==> run_1/met1.png <==
The bar under the picture is 20 um long. Cells faint in the background.
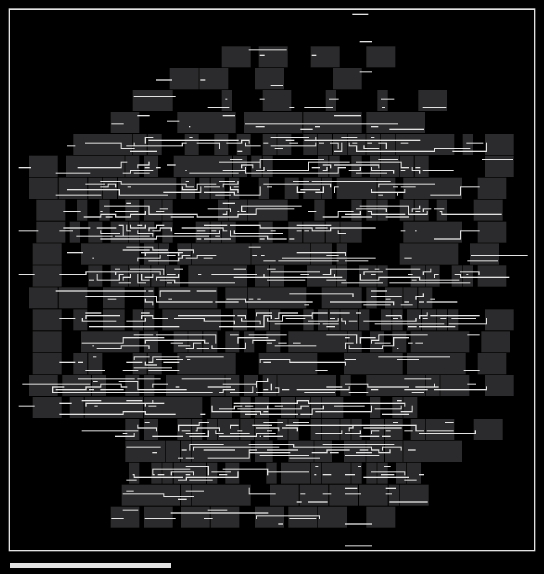
==> run_1/metal_stack.png <==
The bar under the picture is 20 um long. Two of the layers only.
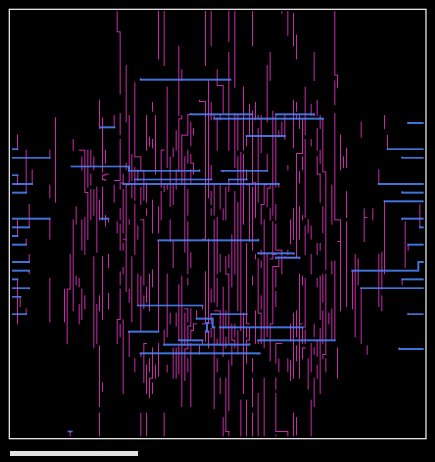
==> run_1/cell_classes.png <==
Fill, decap, tap and diode cells in grey.
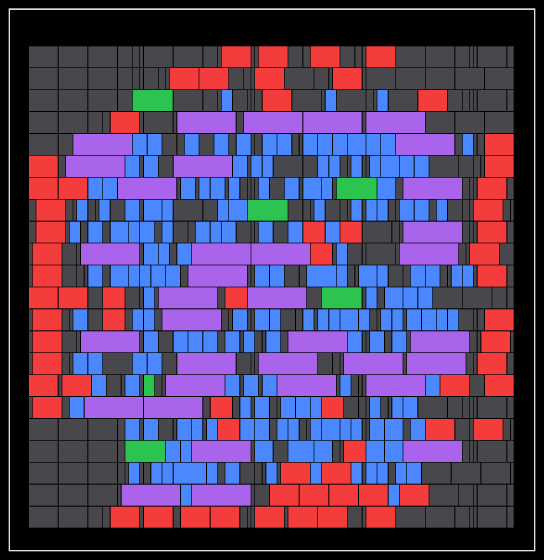
$ cat config.mk
export PLATFORM = sky130hd
export DESIGN_NAME = stream_width_downsizer
export DESIGN_NICKNAME = d
export VERILOG_FILES = /design/src/rtl/stream_width_downsizer.sv
export SDC_FILE = /design/constraint.sdc
export NUM_CORES = 1
export LEC_CHECK = 0
export ABC_AREA = 1
export CORE_AREA = 2 2 63 65
export CTS_CLUSTER_SIZE = 8
export DETAILED_ROUTE_END_ITERATION = 8
export DIE_AREA = 0 0 65 67
export PLACE_DENSITY = 0.88
export SYNTH_ARGS = -nofsm -noshare
export SYNTH_HDL_FRONTEND = slang
export SYNTH_SLANG_ARGS = --single-unit
$ cat constraint.sdc
create_clock -name clk -period 2.2 [get_ports clk]
set_clock_uncertainty 0.05 [all_clocks]
set_input_delay 0.33 -clock clk [delete_from_list [all_inputs] [get_ports clk]]
set_output_delay 0.33 -clock clk [all_outputs]
set_load 0.01 [all_outputs]
$ cat src/rtl/stream_width_downsizer.sv
// Wide-to-narrow stream converter: one IN_W word in, RATIO OUT_W slices out,
// with valid/ready on both sides and zero-bubble reload on the last slice.
module stream_width_downsizer #(
    parameter int unsigned OUT_W     = 16,
    parameter int unsigned RATIO     = 2,
    parameter bit          MSB_FIRST = 1'b1
) (
    input  logic                   clk,
    input  logic                   rst,
    input  logic [OUT_W*RATIO-1:0] in_data,
    input  logic                   in_valid,
    output logic                   in_ready,
    output logic [OUT_W-1:0]       out_data,
    output logic                   out_valid,
    input  logic                   out_ready,
    output logic                   out_last,
    output logic                   busy
);

    localparam int unsigned IN_W    = OUT_W * RATIO;
    localparam int unsigned CNT_W   = (RATIO > 1) ? $clog2(RATIO) : 1;
    localparam logic [CNT_W-1:0] CNT_MAX = CNT_W'(RATIO - 1);

    typedef enum logic {
        EMPTY,
        EMIT
    } state_t;

    state_t            state_q, state_d;
    logic [IN_W-1:0]   word_q, word_d;
    logic [CNT_W-1:0]  cnt_q, cnt_d;
    logic              last_q, last_d;

    logic full;
    logic at_last;
    logic in_accept;
    logic out_accept;

    assign full       = (state_q == EMIT);
    assign at_last    = (cnt_q == CNT_MAX);
    assign in_ready   = !rst && (!full || (out_ready && last_q));
    assign in_accept  = in_valid && in_ready;
    assign out_accept = full && out_ready;

    always_ff @(posedge clk) begin
        if (rst) begin
            state_q <= EMPTY;
            word_q  <= '0;
            cnt_q   <= '0;
            last_q  <= 1'b0;
        end else begin
            state_q <= state_d;
            word_q  <= word_d;
            cnt_q   <= cnt_d;
            last_q  <= last_d;
        end
    end

    always_comb begin
        state_d = state_q;
        word_d  = word_q;
        cnt_d   = cnt_q;
        unique case (state_q)
            EMPTY: begin
                if (in_accept) begin
                    state_d = EMIT;
                end
            end
            EMIT: begin
                if (out_accept && at_last && !in_accept) begin
                    state_d = EMPTY;
                end
            end
            default: state_d = EMPTY;
        endcase

        // in_accept while EMIT only happens as the last slice leaves, so a load always wins
        if (in_accept) begin
            word_d = in_data;
            cnt_d  = '0;
        end else if (out_accept && !at_last) begin
            word_d = MSB_FIRST ? (word_q << OUT_W) : (word_q >> OUT_W);
            cnt_d  = cnt_q + 1'b1;
        end

        last_d = (state_d == EMIT) && (cnt_d == CNT_MAX);
    end

    always_comb begin
        out_valid = full;
        busy      = full;
        out_last  = last_q;
        if (MSB_FIRST) begin
            out_data = word_q[IN_W-1 -: OUT_W];
        end else begin
            out_data = word_q[OUT_W-1:0];
        end
    end

endmodule
==> datasheet_impl.txt, run 1 <==
Characteristics after synthesis and place and route

Parameter                              Value

Run status
  Result of the run    completed

Synthesis
  Net Count, Synth    approximately 280
  AND-OR/OR-AND share of the synthesized area    9.91%
  Netlist Area Pre-Place    between 0.0015 and 0.002 mm^2
  Dominant kind of combinational cell    simple AND/OR/NAND/NOR gates
  Distinct cell type count after synthesis    17
  Warning count from the yosys run    0
  Average instance area after synthesis    roughly 7.1 um^2
  Top cells by count, synth    nand2_1 (53), nand3_1 (49), dfxtp_1 (35)
  Synthesis area per yosys    0.00175 mm^2

Finish
  Nets    about 320
  Synthesis-to-finish area growth    30.2%
  Clock buffer instance count of the final layout    6
  Sequential cell count    35
  Combinational cell area excluding buffers and inverters    about 750 um^2
  Non-clock inverters    20

Power and ir drop
  Gate power share    22.9%
  Switching power    a little under 400 uW
  Cell-internal power    between 1000 and 1500 uW
  Reported leakage power    around 0.00093 uW
  Share of power burned in the clock network    approximately 28%
  Worst ir drop on vdd    ~0.00035 V
  Reported sequential group power    around 700 uW

Global routing
  Top Usage Layer GRT    met2
  Tot GR Track Use    21.3%
  Met3 layer usage reported by global route    5.41%
  Met1 capacity usage during global routing    a little over a quarter

Critical path
  Largest fanout of any net on the critical path    3
  Family of cells with the greatest summed delay on the critical path    buffers and inverters
  Critical path startpoint category    input port
  Slowest cell on the critical path    clkdlybuf4s50_1
  Critical Path Sink Type    output pin

Worst hold path
  Hold Crit Class    reg -> reg

Clocking
  Total number of H-tree levels    2
  CTS tree    yes
  Gates resized, CTS repair    0

Floorplanning
  Number of tap cells inserted    48
  Die Wd    65 um
  Die Span Y    between 60 and 70 um

Timing
  Final cycle utilization of the critical path    95.5%
  Actual transition at the worst max-transition pin    0.924 ns
  RSZ-0062 raised after global routing    false

Routing
  Per-cell via count in the routed design    around 5.3
  Sum of routed wire length over all layers    4210 um
  First DRT Iteration DRCs    about 130
  DRC    0

Placement
  Count of buffers from port buffering    55
About met1.png:
longest straight run: 19.8 um
nets with wire on the layer: 277
share of all routed wire: 43%
main direction: horizontal

About metal_stack.png:
legend:
  met2:
    colour: magenta
    wire_length: 1980 um
  met3:
    colour: blue
    wire_length: 333 um

About cell_classes.png:
legend:
  clock drivers and dummy loads:
    colour: green
    cells: 6
    share_of_their_area: 3.3%
  flops:
    colour: purple
    cells: 35
    share_of_their_area: 32%
  all other logic:
    colour: blue
    cells: 176
    share_of_their_area: 37%
  other buffers and delay cells:
    colour: red
    cells: 65
    share_of_their_area: 28%

==> run 1: routing by layer <==
layer  wire length (um)  vias up
met1               1790      802
met4                108        0
met5                  0        -
met2               1980       79
met3                333        9
li1                   -      874
==> run 1: sequential cells by signal (all words and copies together) (netlist names) <==
| name | flops |
|---|---|
| at_last | 1 |
| out_last | 1 |
| word_q | 32 |
| busy | 1 |
==> run 1: layout by cell type, fill, tap and decap left out <==
master           Yosys  routed
nor2_4               1       1
nor2_1               1       1
clkbuf_8             0       5
a21oi_2              1       1
nand4_1             16      16
inv_2                1       1
o21ai_0              1       1
clkdlybuf4s50_1      0      55
nand2_2              1       1
nand2_1             53      53
inv_1               19      19
nand3_2              1       1
nand3_1             49      49
clkbuf_1             6       1
buf_4               18      10
dfxtp_1             35      35
a21oi_1             32      32
==> run 1: metrics by stage <==
stage	utilization (%)	cell area, um^2	setup slack (ns)	cells	hold WS [ns]
2_1_floorplan	-	1750	0.863	248	0.407
3_3_place_gp	61.3	2210	0.112	324	0.416
3_5_place_dp	61.3	2210	0.0763	324	0.422
4_1_cts	63.3	2280	0.116	330	0.429
5_1_grt	63.3	2280	0.0470	330	0.449
6_report	63.3	2280	0.0986	330	0.427
==> run 1: tightest hold or removal path, cell delays in order, from the launching register on <==
cell     delay (ns)
dfxtp_1        0.31
nand3_1        0.07
a21oi_1        0.05
==> run 1: worst paths after layout <==
kind	startpoint	end	slack, ns	depth (start not counted)
max	out_ready	in_ready	0.1	4
min	word_q[3]	word_q[3]	0.43	2
max reg2reg	busy	word_q[1]	0.47	5
min reg2reg	word_q[3]	word_q[3]	0.43	2
--- run 2 (diff from run 1) ---
--- a/config.mk
+++ b/config.mk
@@ -10,7 +10,7 @@
 export CTS_CLUSTER_SIZE = 8
 export DETAILED_ROUTE_END_ITERATION = 8
 export DIE_AREA = 0 0 65 67
-export PLACE_DENSITY = 0.88
+export PLACE_DENSITY = 0.79
 export SYNTH_ARGS = -nofsm -noshare
 export SYNTH_HDL_FRONTEND = slang
 export SYNTH_SLANG_ARGS = --single-unit
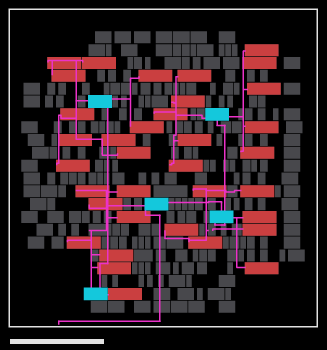
(run_2/clock_map.png)
The bar under the picture is 20 um long.
legend:
  cells driving clock nets:
    colour: cyan
    count: 5
  clock wires:
    colour: magenta
    length: 418 um
  flip-flops:
    colour: red
    count: 35
routed clock nets: 6

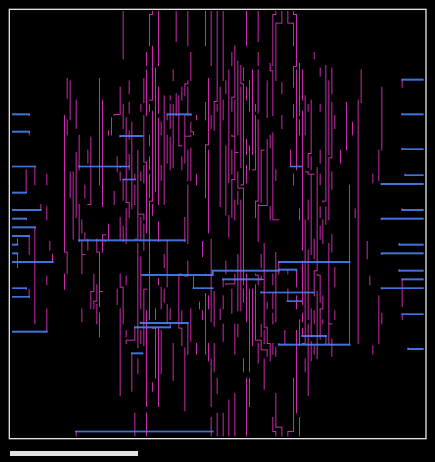
(run_2/metal_stack.png)
The bar under the picture is 20 um long. Two of the layers only.
legend:
  met2:
    colour: magenta
    wire_length: 1930 um
  met3:
    colour: blue
    wire_length: 239 um

==> datasheet_impl.txt, run 2 <==
Characteristics after synthesis and place and route

Parameter                              Value

Run status
  Result of the run    completed

Power and ir drop
  Worst ir drop on vdd    roughly 0.0003 V
  Reported leakage power    around 0.00095 uW

Critical path
  Largest fanout of any net on the critical path    3
  Family of cells with the greatest summed delay on the critical path    buffers and inverters
  Instance count on the critical path    4
  Cells on worst reg2reg path    6
  Slowest cell on the critical path    clkdlybuf4s50_1

Synthesis
  Average instance area after synthesis    a little over 7 um^2
  Synthesis area per yosys    approximately 0.0018 mm^2
  Distinct cell type count after synthesis    17
  Top cells by count, synth    nand2_1 (53), nand3_1 (49), dfxtp_1 (35)
  Warning count from the yosys run    0
  Netlist Area Pre-Place    ~0.0018 mm^2
  Net Count, Synth    between 200 and 300

Finish
  Fin cells    around 330
  Synthesis-to-finish area growth    31.7%
  Nets    about 320
  Largest register by flop count    word_q

Timing
  RSZ-0062 raised after global routing    false
  Final worst setup slack    roughly 0.14 ns
  Actual transition at the worst max-transition pin    about 0.39 ns

Clocking
  Gates resized, CTS repair    0
  Total number of H-tree levels    2

Routing
  DRC    0
  Detailed-routing wirelength on met1    between 1500 and 2000 um
  Sum of routed wire length over all layers    between 3000 and 4000 um
  DR WL met3    ~240 um
  Per-cell via count in the routed design    between 5 and 6

Floorplanning
  Die Wd    between 60 and 70 um
  Die Span Y    between 60 and 70 um

Placement
  Placement-stage worst setup slack    between 0.1 and 0.15 ns
  Count of buffers from port buffering    approximately 55

Worst hold path
  Number of cells on the worst hold path    2
  Hold Crit Class    reg -> reg

Global routing
  Met3 layer usage reported by global route    3.55%
  Met1 capacity usage during global routing    about a quarter
  Top Usage Layer GRT    met2
  Tot GR Track Use    approximately 20%
[run 2: cell types whose count changed in the layout (fill, tap and decap cells not counted)]
cell,delta
clkinv_2,+1
buf_4,-1
clkbuf_1,-1
buf_12,+1
clkbuf_8,+1
[run 2: final cells by class]
| cell class | count | area [um^2] | area share, % |
|---|---|---|---|
| multi-input cells | 156 | 749 | 32.4 |
| clock inverters | 1 | 5.00 | 0.217 |
| well taps | 48 | 60.1 | 2.60 |
| inverters | 20 | 75.1 | 3.25 |
| clock buffers | 6 | 82.6 | 3.57 |
| flip-flops and latches | 35 | 701 | 30.3 |
| repair buffers | 65 | 638 | 27.6 |
[run 2: through the flow]
stage	instance area [um^2]	hold WS, ns	total power, uW
2_1_floorplan	1750	0.407	913
3_3_place_gp	2220	0.415	1040
3_5_place_dp	2220	0.422	1040
4_1_cts	2310	0.429	1500
5_1_grt	2310	0.447	1580
6_report	2310	0.429	1500
[run 2: worst register-to-register path, delay by kind of cell, from the launching register on]
family / cells / cell delay (ns)
buf+inv: 2 / 0.50
flops: 1 / 0.37
simple gates: 3 / 0.29
compound gates: 1 / 0.15
[run 2: kinds of logic after synthesis]
family,count (synthesis),synth area share [%]
AND-OR/OR-AND,34,9.91
buffers and inverters,57,17.3
flip-flops,35,39.9
AND/OR/NAND/NOR,122,32.8
[run 2: path summary, 6_finish.rpt]
| kind | from | to | slack, ns |
|---|---|---|---|
| setup / recovery | out_ready | in_ready | 0.14 |
| hold reg to reg | word_q[6] | word_q[6] | 0.43 |
| hold / removal | word_q[6] | word_q[6] | 0.43 |
| setup reg to reg | busy | word_q[9] | 0.77 |
[run 2: power breakdown]
group	switching, uW	internal (uW)
registers	24.5	675
clock network	224	245
logic	160	169
Power is estimated from default activity; no workload was simulated.
